Fig. 1: run 1, cells coloured by class
Scale: 3 px per um.
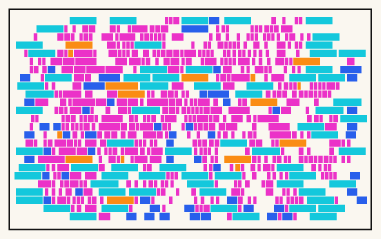
Fig. 2: run 1, metal layers overlaid
Scale: 3 px per um.
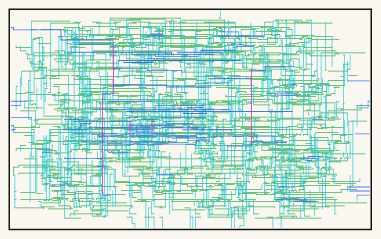
Fig. 3: run 1, pin map
Scale: 4 px per um. Pins as bars across the die edge, other pins in grey.
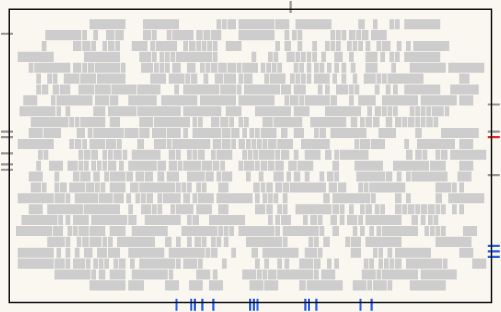
**config.mk**
```make
export PLATFORM = sky130hd
export DESIGN_NAME = ov7670_sccb_controller
export DESIGN_NICKNAME = d
export VERILOG_FILES = /design/src/rtl/ov7670_sccb_controller.sv
export SDC_FILE = /design/constraint.sdc
export NUM_CORES = 1
export LEC_CHECK = 0
export ABC_AREA = 1
export CAP_MARGIN = 20
export CORE_ASPECT_RATIO = 0.6
export CORE_UTILIZATION = 54
export DETAILED_ROUTE_END_ITERATION = 8
export PLACE_DENSITY_LB_ADDON = 0.1
export SETUP_SLACK_MARGIN = 0.3
export SYNTH_ARGS = -nofsm -noshare
export SYNTH_HDL_FRONTEND = slang
export SYNTH_SLANG_ARGS = --single-unit
```
**constraint.sdc**
```tcl
create_clock -name clk -period 2.15 [get_ports clk]
set_clock_uncertainty 0.1 [all_clocks]
set_input_delay 0.215 -clock clk [delete_from_list [all_inputs] [get_ports clk]]
set_output_delay 0.215 -clock clk [all_outputs]
set_load 0.01 [all_outputs]
```
**src/rtl/ov7670_sccb_controller.sv**
```systemverilog
// OV7670 SCCB configuration sequencer: walks an external register table and
// issues one 3-phase SCCB write per entry, with a long settle after a soft reset.
module ov7670_sccb_controller #(
    parameter int          CLK_DIV    = 250,
    parameter logic [7:0]  DEVICE_ID  = 8'h42,
    parameter int          RESET_WAIT = 100000,
    parameter int          BUS_FREE   = 4
) (
    input  logic        clk,
    input  logic        reset,
    input  logic        start,
    input  logic [15:0] command,
    input  logic        finished,
    output logic        resend,
    output logic        advance,
    output logic        sioc,
    output logic        siod_out,
    output logic        siod_oe,
    output logic        busy,
    output logic        done
);

    // state  | meaning
    // IDLE   | bus idle, waiting for start
    // REWIND | resend pulse, table back to entry 0
    // FETCH  | wait for table data, then sample command/finished
    // START  | SCCB start condition (2 ticks)
    // BITS   | 27 bits: ID, register, value (9th bit released)
    // STOP   | SCCB stop condition (3 ticks)
    // GAP    | bus free time after stop
    // HOLD   | settle time after a sensor soft reset
    // STEP   | advance pulse, table to next entry
    // DONE   | pass complete, bus idle, waiting for start
    typedef enum logic [3:0] {
        IDLE, REWIND, FETCH, START, BITS, STOP, GAP, HOLD, STEP, DONE
    } state_t;

    localparam int DIV_W  = $clog2(CLK_DIV);
    localparam int HOLD_W = (RESET_WAIT > 1) ? $clog2(RESET_WAIT) : 1;
    localparam int GAP_W  = (BUS_FREE > 1) ? $clog2(BUS_FREE) : 1;

    state_t              state;
    logic [DIV_W-1:0]    div_cnt;
    logic [1:0]          qtr;
    logic [3:0]          bit_cnt;
    logic [1:0]          byte_cnt;
    logic [7:0]          shreg;
    logic [15:0]         cmd_q;
    logic                fetch_cnt;
    logic [GAP_W-1:0]    gap_cnt;
    logic [HOLD_W-1:0]   hold_cnt;

    logic       tick;
    logic       hold_needed;
    logic [7:0] next_byte;

    assign tick        = (div_cnt == '0);
    assign hold_needed = (cmd_q[15:8] == 8'h12) && cmd_q[7];
    assign next_byte   = (byte_cnt == 2'd0) ? cmd_q[15:8] : cmd_q[7:0];

    always_ff @(posedge clk or posedge reset) begin
        if (reset) begin
            state     <= IDLE;
            sioc      <= 1'b1;
            siod_out  <= 1'b1;
            siod_oe   <= 1'b1;
            resend    <= 1'b0;
            advance   <= 1'b0;
            busy      <= 1'b0;
            done      <= 1'b0;
            div_cnt   <= '0;
            qtr       <= '0;
            bit_cnt   <= '0;
            byte_cnt  <= '0;
            shreg     <= '0;
            cmd_q     <= '0;
            fetch_cnt <= 1'b0;
            gap_cnt   <= '0;
            hold_cnt  <= '0;
        end else begin
            resend  <= 1'b0;
            advance <= 1'b0;
            div_cnt <= tick ? DIV_W'(CLK_DIV - 1) : div_cnt - 1'b1;

            case (state)
                IDLE, DONE: begin
                    sioc     <= 1'b1;
                    siod_out <= 1'b1;
                    siod_oe  <= 1'b1;
                    if (start) begin
                        state  <= REWIND;
                        resend <= 1'b1;
                        busy   <= 1'b1;
                        done   <= 1'b0;
                    end
                end
                REWIND: begin
                    state     <= FETCH;
                    fetch_cnt <= 1'b1;
                end
                FETCH: begin
                    if (fetch_cnt) begin
                        fetch_cnt <= 1'b0;
                    end else if (finished) begin
                        state <= DONE;
                        done  <= 1'b1;
                        busy  <= 1'b0;
                    end else begin
                        // divider restarts here so every bus edge lands on a tick
                        cmd_q    <= command;
                        state    <= START;
                        siod_out <= 1'b0;
                        div_cnt  <= DIV_W'(CLK_DIV - 1);
                        qtr      <= '0;
                    end
                end
                START: begin
                    if (tick) begin
                        if (qtr == 2'd0) begin
                            sioc <= 1'b0;
                            qtr  <= 2'd1;
                        end else begin
                            state    <= BITS;
                            qtr      <= '0;
                            bit_cnt  <= '0;
                            byte_cnt <= '0;
                            siod_oe  <= 1'b1;
                            siod_out <= DEVICE_ID[7];
                            shreg    <= {DEVICE_ID[6:0], 1'b0};
                        end
                    end
                end
                BITS: begin
                    if (tick) begin
                        qtr <= qtr + 2'd1;
                        if (qtr == 2'd1) sioc <= 1'b1;
                        if (qtr == 2'd3) begin
                            sioc <= 1'b0;
                            if (bit_cnt == 4'd8) begin
                                bit_cnt <= '0;
                                siod_oe <= 1'b1;
                                if (byte_cnt == 2'd2) begin
                                    state    <= STOP;
                                    byte_cnt <= '0;
                                    siod_out <= 1'b0;
                                end else begin
                                    byte_cnt <= byte_cnt + 2'd1;
                                    siod_out <= next_byte[7];
                                    shreg    <= {next_byte[6:0], 1'b0};
                                end
                            end else if (bit_cnt == 4'd7) begin
                                bit_cnt  <= 4'd8;
                                siod_oe  <= 1'b0;
                                siod_out <= 1'b1;
                            end else begin
                                bit_cnt  <= bit_cnt + 4'd1;
                                siod_out <= shreg[7];
                                shreg    <= {shreg[6:0], 1'b0};
                            end
                        end
                    end
                end
                STOP: begin
                    if (tick) begin
                        qtr <= qtr + 2'd1;
                        if (qtr == 2'd0) sioc <= 1'b1;
                        if (qtr == 2'd1) siod_out <= 1'b1;
                        if (qtr == 2'd2) begin
                            // a BUS_FREE of 0 still yields a one-tick gap
                            state   <= GAP;
                            qtr     <= '0;
                            gap_cnt <= GAP_W'((BUS_FREE > 0) ? BUS_FREE - 1 : 0);
                        end
                    end
                end
                GAP: begin
                    if (tick) begin
                        if (gap_cnt != '0) begin
                            gap_cnt <= gap_cnt - 1'b1;
                        end else if (hold_needed) begin
                            state    <= HOLD;
                            hold_cnt <= HOLD_W'((RESET_WAIT > 0) ? RESET_WAIT - 1 : 0);
                        end else begin
                            state   <= STEP;
                            advance <= 1'b1;
                        end
                    end
                end
                HOLD: begin
                    if (hold_cnt != '0) begin
                        hold_cnt <= hold_cnt - 1'b1;
                    end else begin
                        state   <= STEP;
                        advance <= 1'b1;
                    end
                end
                STEP: begin
                    state     <= FETCH;
                    fetch_cnt <= 1'b1;
                end
                default: state <= IDLE;
            endcase
        end
    end

endmodule
```
==> impl_metrics.py, run 1 <==
# Generated from Yosys and OpenROAD reports
metrics = {
    "outcome": {
        "status": "complete, no violations",
    },
    "yosys": {
        "mux_share_pct": 0,
        "synth_nets": 629,
        "ys_types": 46,
        "ys_sh_simple_pct": 41.5,
        "yosysSeqAreaShare_pct": 38.8,
        "most_common_cell": "nand2_1",
        "synthArstFlopShare_pct": 100,
        "edf_count": 0,
        "logic_family": "simple AND/OR/NAND/NOR gates",
        "yosys_cells": 598,
        "flop_cell": "dfrtp_1",
        "synth_xor_xnor_area_share_pct": 2.13,
        "syn_area_um2": 4530,
        "yosysTopAreaCell": "dfrtp_1",
        "topCellsByArea": "dfrtp_1, nand2_1, nor2_1",
        "synth_cells": 598,
    },
    "floorplanning": {
        "io_pins": 27,
        "die_area_um2": 8760,
        "fp_util_pct": 56.5,
    },
    "timing": {
        "slew_headroom_pct": 74.2,
        "fmax_ghz": 0.552,
        "finalHoldViolations": 0,
        "period_minus_slack_ns": 1.81,
        "setup_violations": 0,
    },
    "worst_setup_path": {
        "crit_path_max_incr_delay_ns": 0.40,
        "cpMaxStageDelayCell": "dfrtp_1",
        "reg2reg_depth": 12,
        "r2r_end": "hold_cnt[4]",
        "crit_end": "hold_cnt[4]",
        "path_buffers": 4,
        "cp.required_ns": 2.28,
        "worstPathCellList": "inv_2, ha_2, inv_1, nor2_1, nand2_1, nor2_4, nand3_4, inv_4, nor2_8, clkbuf_16, nand2_4, nand2_2",
        "cp-end-kind": "flip-flop",
        "startpoint": "hold_cnt[0]",
        "crit_family": "simple AND/OR/NAND/NOR gates",
    },
    "cells_and_area": {
        "nets": 688,
        "n_antenna_cell": 0,
        "seqCellArea_um2": 1760,
        "fillers": 647,
        "area_growth_syn_to_layout_pct": 24.4,
        "most-common-layout-cells": "nand2_1, dfrtp_1, nor2_1",
        "mostFrequentLayoutCell": "nand2_1",
        "comb_area_um2": 2620,
    },
    "clocking": {
        "clock_latency_ns": 0.34,
        "htree_levels": 3,
        "cts_buffer_depth": 2,
        "clockRootBuffer": "clkbuf_16",
    },
    "flow_run": {
        "maxCapViolations": 0,
    },
    "global_route": {
        "grt.total_usage_pct": 27.8,
        "grt_overflow": 0,
        "grt_max_degree": 71,
        "grt_pass1_vias": 3611,
    },
    "worst_hold_path": {
        "hold_class": "input port to asynchronous set/reset pin",
    },
    "placed_design": {
        "placed_cell_area_um2": 4930,
        "hpwl_mm": 8.32,
    },
    "route": {
        "route.detailed.drc": 0,
        "vias": 4077,
    },
}
Notes on Fig. 1 above:
Key: blue = other buffers and delay cells [cells 55, share of their area 10%]; orange = clock drivers and dummy loads [cells 16, share of their area 5.1%]; cyan = flip-flops [cells 70, share of their area 32%]; magenta = all other logic [cells 521, share of their area 53%]
fin util: 70.3%
Core ar.: 8010 um2
FP Rows: 25

Notes on Fig. 2 above:
Key: blue = met3 [wire length 988 um]; green = met1 [wire length 5920 um]; cyan = met2 [wire length 4610 um]; magenta = met4 [wire length 83.6 um]
Total Wirelength: 11.6 mm
WL/cell: 15.1 um

Notes on Fig. 3 above:
Key: red = sioc [pins 1, direction output, edge east]; blue = command [pins 16, direction input, edge 13 south, 3 east]
All pins by edge: 13 south, 7 east, 6 west, 1 north.
port bufs: 26
die span in y: 72.9 um
chip width: 120 um

[run 1: metal layers]
metal	up-vias	track usage, %	wire length [um]
li1	1999	-	-
met1	1904	42.9	5920
met2	160	37.4	4610
met3	14	8.91	987
met4	0	5.56	83
met5	-	0	0
[run 1: flip-flops by register name, summed over array words and instances, names as in the netlist, 2 cells and up]
| name | count |
|---|---|
| hold_cnt | 17 |
| qtr | 2 |
| state | 4 |
| div_cnt | 8 |
| cmd_q | 16 |
| byte_cnt | 2 |
| gap_cnt | 2 |
| shreg | 7 |
| bit_cnt | 4 |
[run 1: layout make-up]
cell class / count / share of cell area (%)
multi-input combinational: 455 / 46.6
sequential: 70 / 31.3
timing repair buffer: 55 / 9.76
inverter: 66 / 4.93
clock buffer: 11 / 4.13
tap: 108 / 2.40
clock inverter: 5 / 0.889
Fig. 4: run 1, clock routing
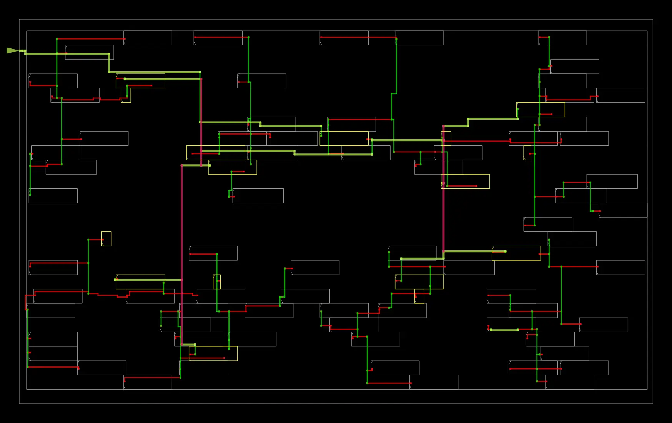

==> run 2, diff against run 1 <==
--- a/config.mk
+++ b/config.mk
@@ -8,7 +8,7 @@
 export ABC_AREA = 1
 export CAP_MARGIN = 20
 export CORE_ASPECT_RATIO = 0.6
-export CORE_UTILIZATION = 54
+export CORE_UTILIZATION = 57
 export DETAILED_ROUTE_END_ITERATION = 8
 export PLACE_DENSITY_LB_ADDON = 0.1
 export SETUP_SLACK_MARGIN = 0.3
==> constraint.sdc (replaced) <==
create_clock -name clk -period 1.7 [get_ports clk]
set_clock_uncertainty 0.1 [all_clocks]
set_input_delay 0.17 -clock clk [delete_from_list [all_inputs] [get_ports clk]]
set_output_delay 0.17 -clock clk [all_outputs]
set_load 0.01 [all_outputs]
Fig. 5: run 2, clock routing
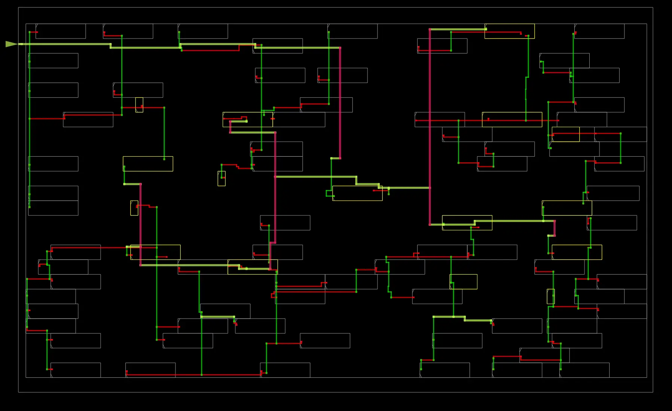
sequential cells: 70
number of clock buffers inserted by TritonCTS: 9
Clk Latency, worst-skew pair: 0.34 ns
clk sinks: 70

Fig. 6: run 2, metal layers overlaid
Scale: 3 px per um.
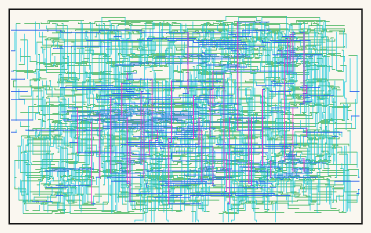
WL/cell: 20.1 um
Total GRT Usage: 34.8%
via count: 4940
Total Wirelength: 16.8 mm

Fig. 7: run 2, cells coloured by class
Scale: 3 px per um.
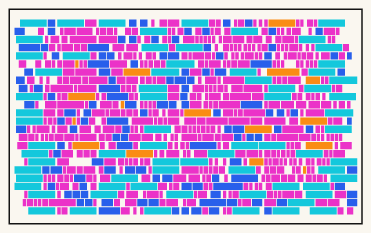
Finished Cell Area: 6800 um2
fin util: 90.9%
flop share of the area: 25.9%
FP Rows: 24
Core ar.: 7480 um2

==> run 2 against run 1 <==
  * The flow now finishes with violations (setup timing)
  * Sequential share of layout area shrank 5.4 points
  * Critical path type unchanged
  * Sequential cell count is the same
  * Final area grew 21%
  * Wire length grew 45%
==> impl_metrics.py, run 2 <==
# Generated from Yosys and OpenROAD reports
metrics = {
    "worst_setup_path": {
        "worstPathCellList": "buf_12, nor2_8, buf_12, nand3_2, buf_4, a21oi_1, o21ai_0, o21ai_1",
        "cp.arrival_ns": 2.08,
        "crit_path_max_fanout": 5,
        "reg2reg_depth": 8,
        "crit_end": "bit_cnt[3]",
        "r2r_start": "state[3]",
        "cp.required_ns": 1.85,
        "crit_family": "buffers and inverters",
        "r2r_end": "bit_cnt[3]",
        "startpoint": "state[3]",
        "cpMaxStageDelayCell": "dfrtp_2",
        "crit_path_max_incr_delay_ns": 0.45,
    },
    "yosys": {
        "syn_area_um2": 4530,
        "ys_types": 46,
        "synth_nets": 629,
        "edf_count": 0,
        "most_common_cell": "nand2_1",
        "synth_cells": 598,
        "yosysTopAreaCell": "dfrtp_1",
        "synthArstFlopShare_pct": 100,
        "topCellsByArea": "dfrtp_1, nand2_1, nor2_1",
        "flop_cell": "dfrtp_1",
        "yosysSeqAreaShare_pct": 38.8,
    },
    "worst_hold_path": {
        "hold_class": "input port to asynchronous set/reset pin",
    },
    "placed_design": {
        "placed_cell_area_um2": 5540,
        "hpwl_mm": 9.07,
    },
    "cells_and_area": {
        "reg_top3": "hold_cnt (17), cmd_q (16), div_cnt (8)",
        "max_flop_register": "hold_cnt",
        "nets": 758,
        "final_cells": 836,
        "most-common-layout-cells": "nand2_1, buf_4, dfrtp_1",
        "seqCellArea_um2": 1760,
        "mostFrequentLayoutCell": "nand2_1",
        "largest_reg_flops": 17,
        "n_antenna_cell": 0,
        "comb_area_um2": 3080,
    },
    "timing": {
        "fin_ws_ns": -0.225,
        "period_minus_slack_ns": 1.93,
        "slew_headroom_pct": 74.2,
        "fmax_ghz": 0.519,
        "setup_violations": 59,
        "hold_slack_ns": 0.190,
        "finalHoldViolations": 0,
    },
    "floorplanning": {
        "chipWidth_um": 117,
        "die_h_um": 71.0,
        "fp_util_pct": 60.5,
        "die_area_um2": 8310,
        "io_pins": 27,
    },
    "global_route": {
        "grt_overflow": 0,
        "grt_pass1_vias": 4303,
        "grt_max_degree": 71,
    },
    "outcome": {
        "status": "finished with violations",
        "violations": "setup timing",
    },
    "clocking": {
        "cts_buffer_depth": 2,
        "htree_levels": 3,
        "clockRootBuffer": "clkbuf_16",
    },
    "route": {
        "route.detailed.drc": 0,
    },
    "flow_run": {
        "maxCapViolations": 0,
    },
}
## run 2: cell counts after synthesis
Identical to the previous run, type by type.
## run 2: per-layer routing
metal  part of all wire [%]  wire length, um  global-route usage, %
met1                     40             6670                   49.6
met2                     44             7470                   51.9
met3                     12             1990                   10.8
met4                    4.0              668                   7.88
met5                      0                0                      0
## run 2: cell type report
type,instances,area share (%)
sequential,70,25.9
multi-input combinational,455,45.4
timing repair inverter,1,0.0920
clock buffer,15,3.94
clock inverter,1,0.442
inverter,66,4.33
tap,104,1.91
timing repair buffer,124,18.0
## run 2: logic make-up after synthesis
group / synth area share [%]
AOI/OAI and AO/OA: 7.32
and+or+nand+nor: 41.5
xor gates and xnor gates: 2.13
adders and majority gates: 3.04
DFF: 38.8
buffers and inverters: 7.21
Fig. 8: run 2, pin map
Scale: 4 px per um. Pins as bars across the die edge, other pins in grey.
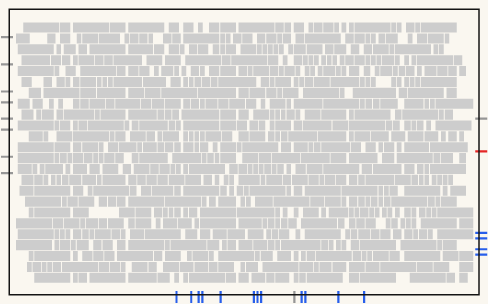

==> run 3, diff against run 2 <==
--- a/config.mk
+++ b/config.mk
@@ -5,10 +5,9 @@
 export SDC_FILE = /design/constraint.sdc
 export NUM_CORES = 1
 export LEC_CHECK = 0
-export ABC_AREA = 1
 export CAP_MARGIN = 20
 export CORE_ASPECT_RATIO = 0.6
-export CORE_UTILIZATION = 57
+export CORE_UTILIZATION = 25
 export DETAILED_ROUTE_END_ITERATION = 8
 export PLACE_DENSITY_LB_ADDON = 0.1
 export SETUP_SLACK_MARGIN = 0.3
Fig. 9: run 3, pin map
Scale: 3 px per um. Pins as bars across the die edge, other pins in grey.
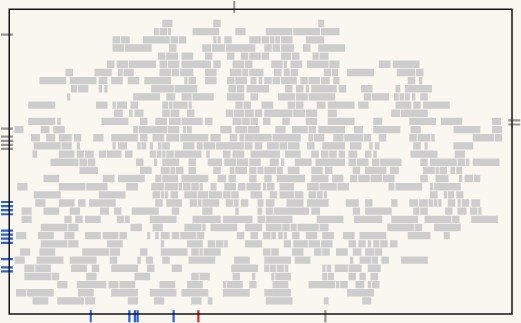
Key: blue = command [pins 16, direction input, edge 11 west, 5 south]; red = sioc [pins 1, direction output, edge south]
chip width: 167 um
die span in y: 101 um

Fig. 10: run 3, cell density map
Scale: 3 px per um. The die is cut into 17 by 10 equal tiles; black is low, pale yellow is high, 0 to 100% covered.
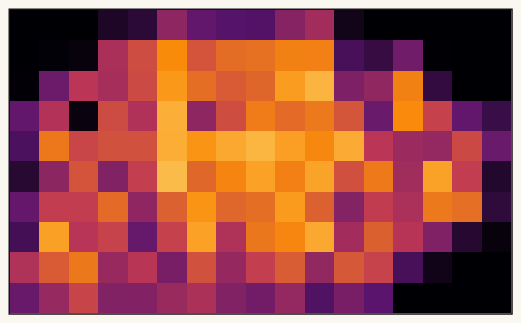
The fullest tile reaches 85%. The densest ninth of the die: centre. 11% of the tiles are over 75% full. The emptiest ninth of the die: north-east. The mean over all tiles is 43%. 13% of the tiles are nearly empty.
fin util: 47.7%
Core ar.: 15700 um2

==> run 3 against run 2 <==
  * The run still ends with setup timing left
  * Die area rose by 100%
  * Hold slack got worse by 0.18 ns
  * Wire length is 12% lower
  * Synthesized area is 9.7% lower
  * Register-to-register slack got worse by 0.71 ns
  * Utilization is 43 points lower
  * First-iteration DRC count shrank 67%
  * Final area is 10% higher
==> impl_metrics.py, run 3 <==
# Generated from Yosys and OpenROAD reports
metrics = {
    "outcome": {
        "status": "finished with violations",
        "violations": "setup timing",
    },
    "clocking": {
        "cts_buffer_depth": 2,
        "clkSinkCount": 70,
    },
    "timing": {
        "finalHoldViolations": 0,
        "fin_ws_ns": -0.933,
        "setup_violations": 58,
    },
    "route": {
        "routed.top_layer": "met4",
        "met2RoutedLength_mm": 5.51,
    },
    "cells_and_area": {
        "most-common-layout-cells": "buf_4, dfrtp_1, buf_6",
        "largest_reg_flops": 17,
        "buffer_area_share_pct": 26.5,
        "num-nonclk-inverters": 28,
        "reg_top3": "hold_cnt (17), cmd_q (16), div_cnt (8)",
        "nets": 662,
    },
    "worst_setup_path": {
        "crit_path_max_incr_delay_ns": 0.55,
        "cp.required_ns": 1.81,
        "crit_end": "hold_cnt[16]",
        "cpMaxStageDelayCell": "or4_4",
        "r2r_start": "hold_cnt[7]",
        "crit_path_max_fanout": 2,
        "cp.arrival_ns": 2.75,
    },
    "global_route": {
        "grt_overflow": 0,
        "busiest_layer": "met1",
        "grt_pass1_vias": 4192,
        "grt_max_degree": 39,
    },
    "yosys": {
        "synth_cells": 423,
        "yosysSeqAreaShare_pct": 42.9,
        "most_common_cell": "dfrtp_1",
        "synth_nets": 454,
    },
    "floorplanning": {
        "rows": 35,
        "die_area_um2": 16900,
        "fp_util_pct": 26.1,
    },
    "placed_design": {
        "hpwl_mm": 10.5,
    },
}
Fig. 11: run 3, metal layers overlaid
Scale: 2 px per um.
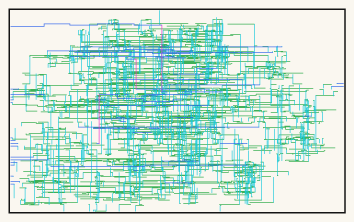
Key: blue = met3 [wire length 1160 um]; green = met1 [wire length 8050 um]; cyan = met2 [wire length 5510 um]; magenta = met4 [wire length 73.7 um]
WL/cell: 17.6 um
Total Wirelength: 14.8 mm
Total GRT Usage: 18.6%
via count: 4111

-- run 3: cell count changes after synthesis, sizes merged, moves of 16 or more --
| cell | change |
|---|---|
| nand2 | -206 |
| nor2 | -56 |
| inv | -36 |
| nand3 | -28 |
| mux2 | +27 |
| o21ai | -20 |
| clkbuf | +16 |
-- run 3: logic make-up after synthesis --
group,share of synthesized area [%]
simple gates,22.2
compound gates,15.1
flops,42.9
buf+inv,4.25
mux,11.1
fa+ha+maj,3.37
xor+xnor,1.07
-- run 3: worst register-to-register path: cells and delay by family, from the launching register on --
kind | cells | cell delay [ns]
AND-OR/OR-AND | 1 | 0.25
flip-flops | 1 | 0.38
AND/OR/NAND/NOR | 4 | 1.79
